==> src/rtl/dct_pkg.sv <==
// Shared definitions for the DCT stage-1 butterfly sequencer: defaults,
// width helper, FSM encoding and the level-shift offset.
package dct_pkg;

  localparam int DCT_WIDTH    = 8;
  localparam int DCT_N_POINTS = 8;

  typedef enum logic {
    ST_IDLE = 1'b0,
    ST_RUN  = 1'b1
  } dct_state_e;

  // Ceiling log2 for elaboration-time sizing; clog2(1) = 0.
  function automatic int clog2(input int value);
    int result;
    result = 0;
    while ((1 << result) < value) begin
      result = result + 1;
    end
    return result;
  endfunction

  // Offset removed from unsigned samples to centre them on zero.
  function automatic int level_shift_offset(input int width);
    return 1 << (width - 1);
  endfunction

endpackage

==> src/rtl/dct_butterfly_pair.sv <==
// One stage-1 butterfly: optional level shift of both samples, then
// sign-extended sum and difference at WIDTH+1 bits (range is exact).
module dct_butterfly_pair
  import dct_pkg::*;
#(
  parameter int WIDTH = DCT_WIDTH
) (
  input  logic                    i_level_shift,
  input  logic        [WIDTH-1:0] i_lo,
  input  logic        [WIDTH-1:0] i_hi,
  output logic signed [WIDTH:0]   o_add,
  output logic signed [WIDTH:0]   o_sub
);

  localparam logic [WIDTH-1:0] OFFSET = WIDTH'(level_shift_offset(WIDTH));

  logic signed [WIDTH-1:0] w_lo;
  logic signed [WIDTH-1:0] w_hi;

  // Unsigned minus half-range wraps to the correct signed value.
  always_comb begin
    w_lo  = i_level_shift ? (i_lo - OFFSET) : i_lo;
    w_hi  = i_level_shift ? (i_hi - OFFSET) : i_hi;
    o_add = {w_lo[WIDTH-1], w_lo} + {w_hi[WIDTH-1], w_hi};
    o_sub = {w_lo[WIDTH-1], w_lo} - {w_hi[WIDTH-1], w_hi};
  end

endmodule

==> src/rtl/dct_butterfly_sequencer.sv <==
// Accepts a full row, registers all N/2 butterfly pairs, then streams them
// out one per handshake under an internal pair counter.
module dct_butterfly_sequencer
  import dct_pkg::*;
#(
  parameter int WIDTH    = DCT_WIDTH,
  parameter int N_POINTS = DCT_N_POINTS
) (
  input  logic                                i_clk,
  input  logic                                i_rst_n,
  input  logic                                i_in_valid,
  output logic                                o_in_ready,
  input  logic [N_POINTS*WIDTH-1:0]           i_in_data,
  input  logic                                i_level_shift,
  input  logic                                i_rev_order,
  input  logic                                i_abort,
  output logic                                o_out_valid,
  input  logic                                i_out_ready,
  output logic signed [WIDTH:0]               o_out_add_data,
  output logic signed [WIDTH:0]               o_out_sub_data,
  output logic [((clog2(N_POINTS/2) > 1) ? clog2(N_POINTS/2) : 1)-1:0] o_out_index,
  output logic                                o_out_last,
  output logic                                o_busy
);

  localparam int N_PAIRS = N_POINTS / 2;
  localparam int CNT_W   = (clog2(N_PAIRS) > 1) ? clog2(N_PAIRS) : 1;
  localparam logic [CNT_W-1:0] LAST_CNT = CNT_W'(N_PAIRS - 1);

  dct_state_e              r_state;
  dct_state_e              w_state_next;
  logic [CNT_W-1:0]        r_cnt;
  logic [CNT_W-1:0]        w_cnt_next;
  logic                    r_rev;
  logic                    w_rev_next;
  logic signed [WIDTH:0]   r_add [N_PAIRS];
  logic signed [WIDTH:0]   r_sub [N_PAIRS];
  logic signed [WIDTH:0]   w_add [N_PAIRS];
  logic signed [WIDTH:0]   w_sub [N_PAIRS];
  logic                    w_run;
  logic                    w_last;
  logic                    w_accept;
  logic [CNT_W-1:0]        w_index;

  // Pair i combines sample i with its mirror N-1-i.
  for (genvar gi = 0; gi < N_PAIRS; gi++) begin : g_pair
    dct_butterfly_pair #(.WIDTH(WIDTH)) u_pair (
      .i_level_shift (i_level_shift),
      .i_lo          (i_in_data[gi*WIDTH +: WIDTH]),
      .i_hi          (i_in_data[(N_POINTS-1-gi)*WIDTH +: WIDTH]),
      .o_add         (w_add[gi]),
      .o_sub         (w_sub[gi])
    );
  end

  assign w_run    = (r_state == ST_RUN);
  assign w_last   = w_run && (r_cnt == LAST_CNT);
  // A new row may land on the very edge that retires the last pair.
  assign w_accept = i_in_valid && o_in_ready;
  assign w_index  = r_rev ? (LAST_CNT - r_cnt) : r_cnt;

  // Next state and output decode; abort outranks accept and advance.
  always_comb begin
    w_state_next = r_state;
    w_cnt_next   = r_cnt;
    w_rev_next   = r_rev;
    o_in_ready   = (!w_run || (w_last && i_out_ready)) && !i_abort;
    o_out_valid  = w_run;
    o_busy       = w_run;
    o_out_last   = w_last;
    if (i_abort) begin
      w_state_next = ST_IDLE;
      w_cnt_next   = '0;
    end else if (w_accept) begin
      w_state_next = ST_RUN;
      w_cnt_next   = '0;
      w_rev_next   = i_rev_order;
    end else if (w_run && i_out_ready) begin
      if (w_last) begin
        w_state_next = ST_IDLE;
        w_cnt_next   = '0;
      end else begin
        w_cnt_next   = r_cnt + CNT_W'(1);
      end
    end
  end

  // Control state: FSM, pair counter and latched order.
  always_ff @(posedge i_clk or negedge i_rst_n) begin
    if (!i_rst_n) begin
      r_state <= ST_IDLE;
      r_cnt   <= '0;
      r_rev   <= 1'b0;
    end else begin
      r_state <= w_state_next;
      r_cnt   <= w_cnt_next;
      r_rev   <= w_rev_next;
    end
  end

  // Pair array captures the whole row on accept and survives abort.
  always_ff @(posedge i_clk or negedge i_rst_n) begin
    if (!i_rst_n) begin
      for (int i = 0; i < N_PAIRS; i++) begin
        r_add[i] <= '0;
        r_sub[i] <= '0;
      end
    end else if (w_accept) begin
      for (int i = 0; i < N_PAIRS; i++) begin
        r_add[i] <= w_add[i];
        r_sub[i] <= w_sub[i];
      end
    end
  end

  // Output mux reads only registered state.
  always_comb begin
    o_out_index    = w_index;
    o_out_add_data = r_add[w_index];
    o_out_sub_data = r_sub[w_index];
  end

endmodule

==> config.mk <==
export PLATFORM = sky130hd
export DESIGN_NAME = dct_butterfly_sequencer
export DESIGN_NICKNAME = d
export VERILOG_FILES = /design/src/rtl/dct_pkg.sv /design/src/rtl/dct_butterfly_pair.sv /design/src/rtl/dct_butterfly_sequencer.sv
export SDC_FILE = /design/constraint.sdc
export NUM_CORES = 1
export LEC_CHECK = 0
export CORE_MARGIN = 2
export CORE_UTILIZATION = 60
export DETAILED_ROUTE_END_ITERATION = 6
export GPL_ROUTABILITY_DRIVEN = 0
export PLACE_DENSITY = 0.88
export SLEW_MARGIN = 20
export SYNTH_ARGS = -nofsm -noshare
export SYNTH_HDL_FRONTEND = slang
export SYNTH_SLANG_ARGS = --single-unit
==> constraint.sdc <==
create_clock -name i_clk -period 4.85 [get_ports i_clk]
set_input_delay 0.97 -clock i_clk [delete_from_list [all_inputs] [get_ports i_clk]]
set_output_delay 0.97 -clock i_clk [all_outputs]
set_load 0.02 [all_outputs]
placed.png
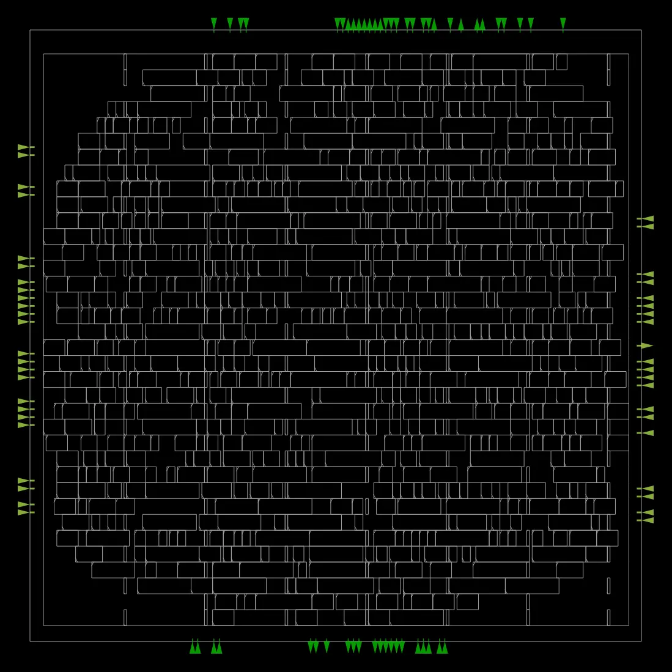
Tap Cells: 133
Filler cells: 776
final core occ: 72.5%

class_map.png
(3 px per um) Fill, decap, tap and diode cells in grey.
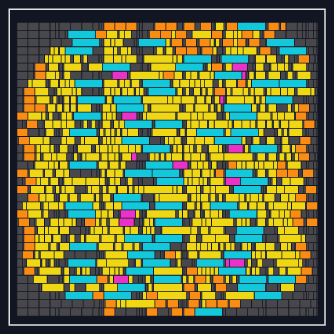
Key: magenta = clock drivers and dummy loads [cells 14, share of their area 2.2%]; orange = remaining buffers and delay cells [cells 99, share of their area 14%]; cyan = registers [cells 72, share of their area 26%]; yellow = remaining logic cells [cells 560, share of their area 58%]
num rows: 36
Post-Layout Inst Area: 0.00712 mm^2
Core Box Area: 0.00982 mm^2

==> impl_metrics.tcl <==
# yosys + openroad results
set metrics [dict create \
    clkPwrFrac_pct 19.4 \
    fmax_mhz 289 \
    cts_setup_buffers 0 \
    regToRegSetupSlack_ns 2.21 \
    crit-reg2reg-launch "r_cnt[0]" \
    drt-vias-per-instance 5.94 \
    max_slew_margin_pct 40.5 \
    cts_tree "yes" \
    drt_iter0_drc 324 \
    comb.multi_input.count 515 \
    worst-path-stages 4 \
    final_nets 878 \
    die_w_um 105 \
    dr_total_vias 5216 \
    reg_top3 "r_add: 34 flops, r_sub: 34 flops, r_cnt: 2 flops" \
    clock_cell_area_share_pct 2.16 \
    final_cells 878 \
    ys_cells 673 \
    run_status "complete, no violations" \
    clock_power_uw 410 \
    h-tree-depth 3 \
    wirelength_mm 15.0 \
    fp-utilization_pct 62.0 \
    regToRegEndpoint "r_sub[7]" \
    top_area_cell "dfrtp_1" \
    ys_sh_aoi_pct 18.0 \
    fin_crit_ns 3.46 \
    comb_area_share_pct 54.1 \
    gr-usage-met2_pct 49.7 \
    synth_warnings 0 \
    synthesis.area_mm2 0.00609 \
    cts.path.max_buffers 2 \
    cpPeakStageDelay_ns 0.65 \
    min_from "r_sub[31]" \
    fin_skew_ns 0.00274 \
    cts-root-buf "clkbuf_8" \
    use_met1_pct 34.6 \
    wl_met1_mm 6.20 \
    nClkBuffers 13 \
    finalHoldViolations 0 \
    pwr_density_cell_mw_per_mm2 298 \
    irDropWorstVdd_v 0.000122 \
    worstPathRequired_ns 3.88 \
    grt-ovfl-total 0 \
    cts_made_buffers 9 \
    logic_family "simple AND/OR/NAND/NOR gates" \
    maxCapViolations 0 \
    swShare_pct 35.8 \
    crit_type "reg2out" \
    rsz0062_at_grt "no" \
    drv_slew 0 \
    p_int_mw 1.36 \
    die_height_um 105 \
    first_pass_iters 5 \
]
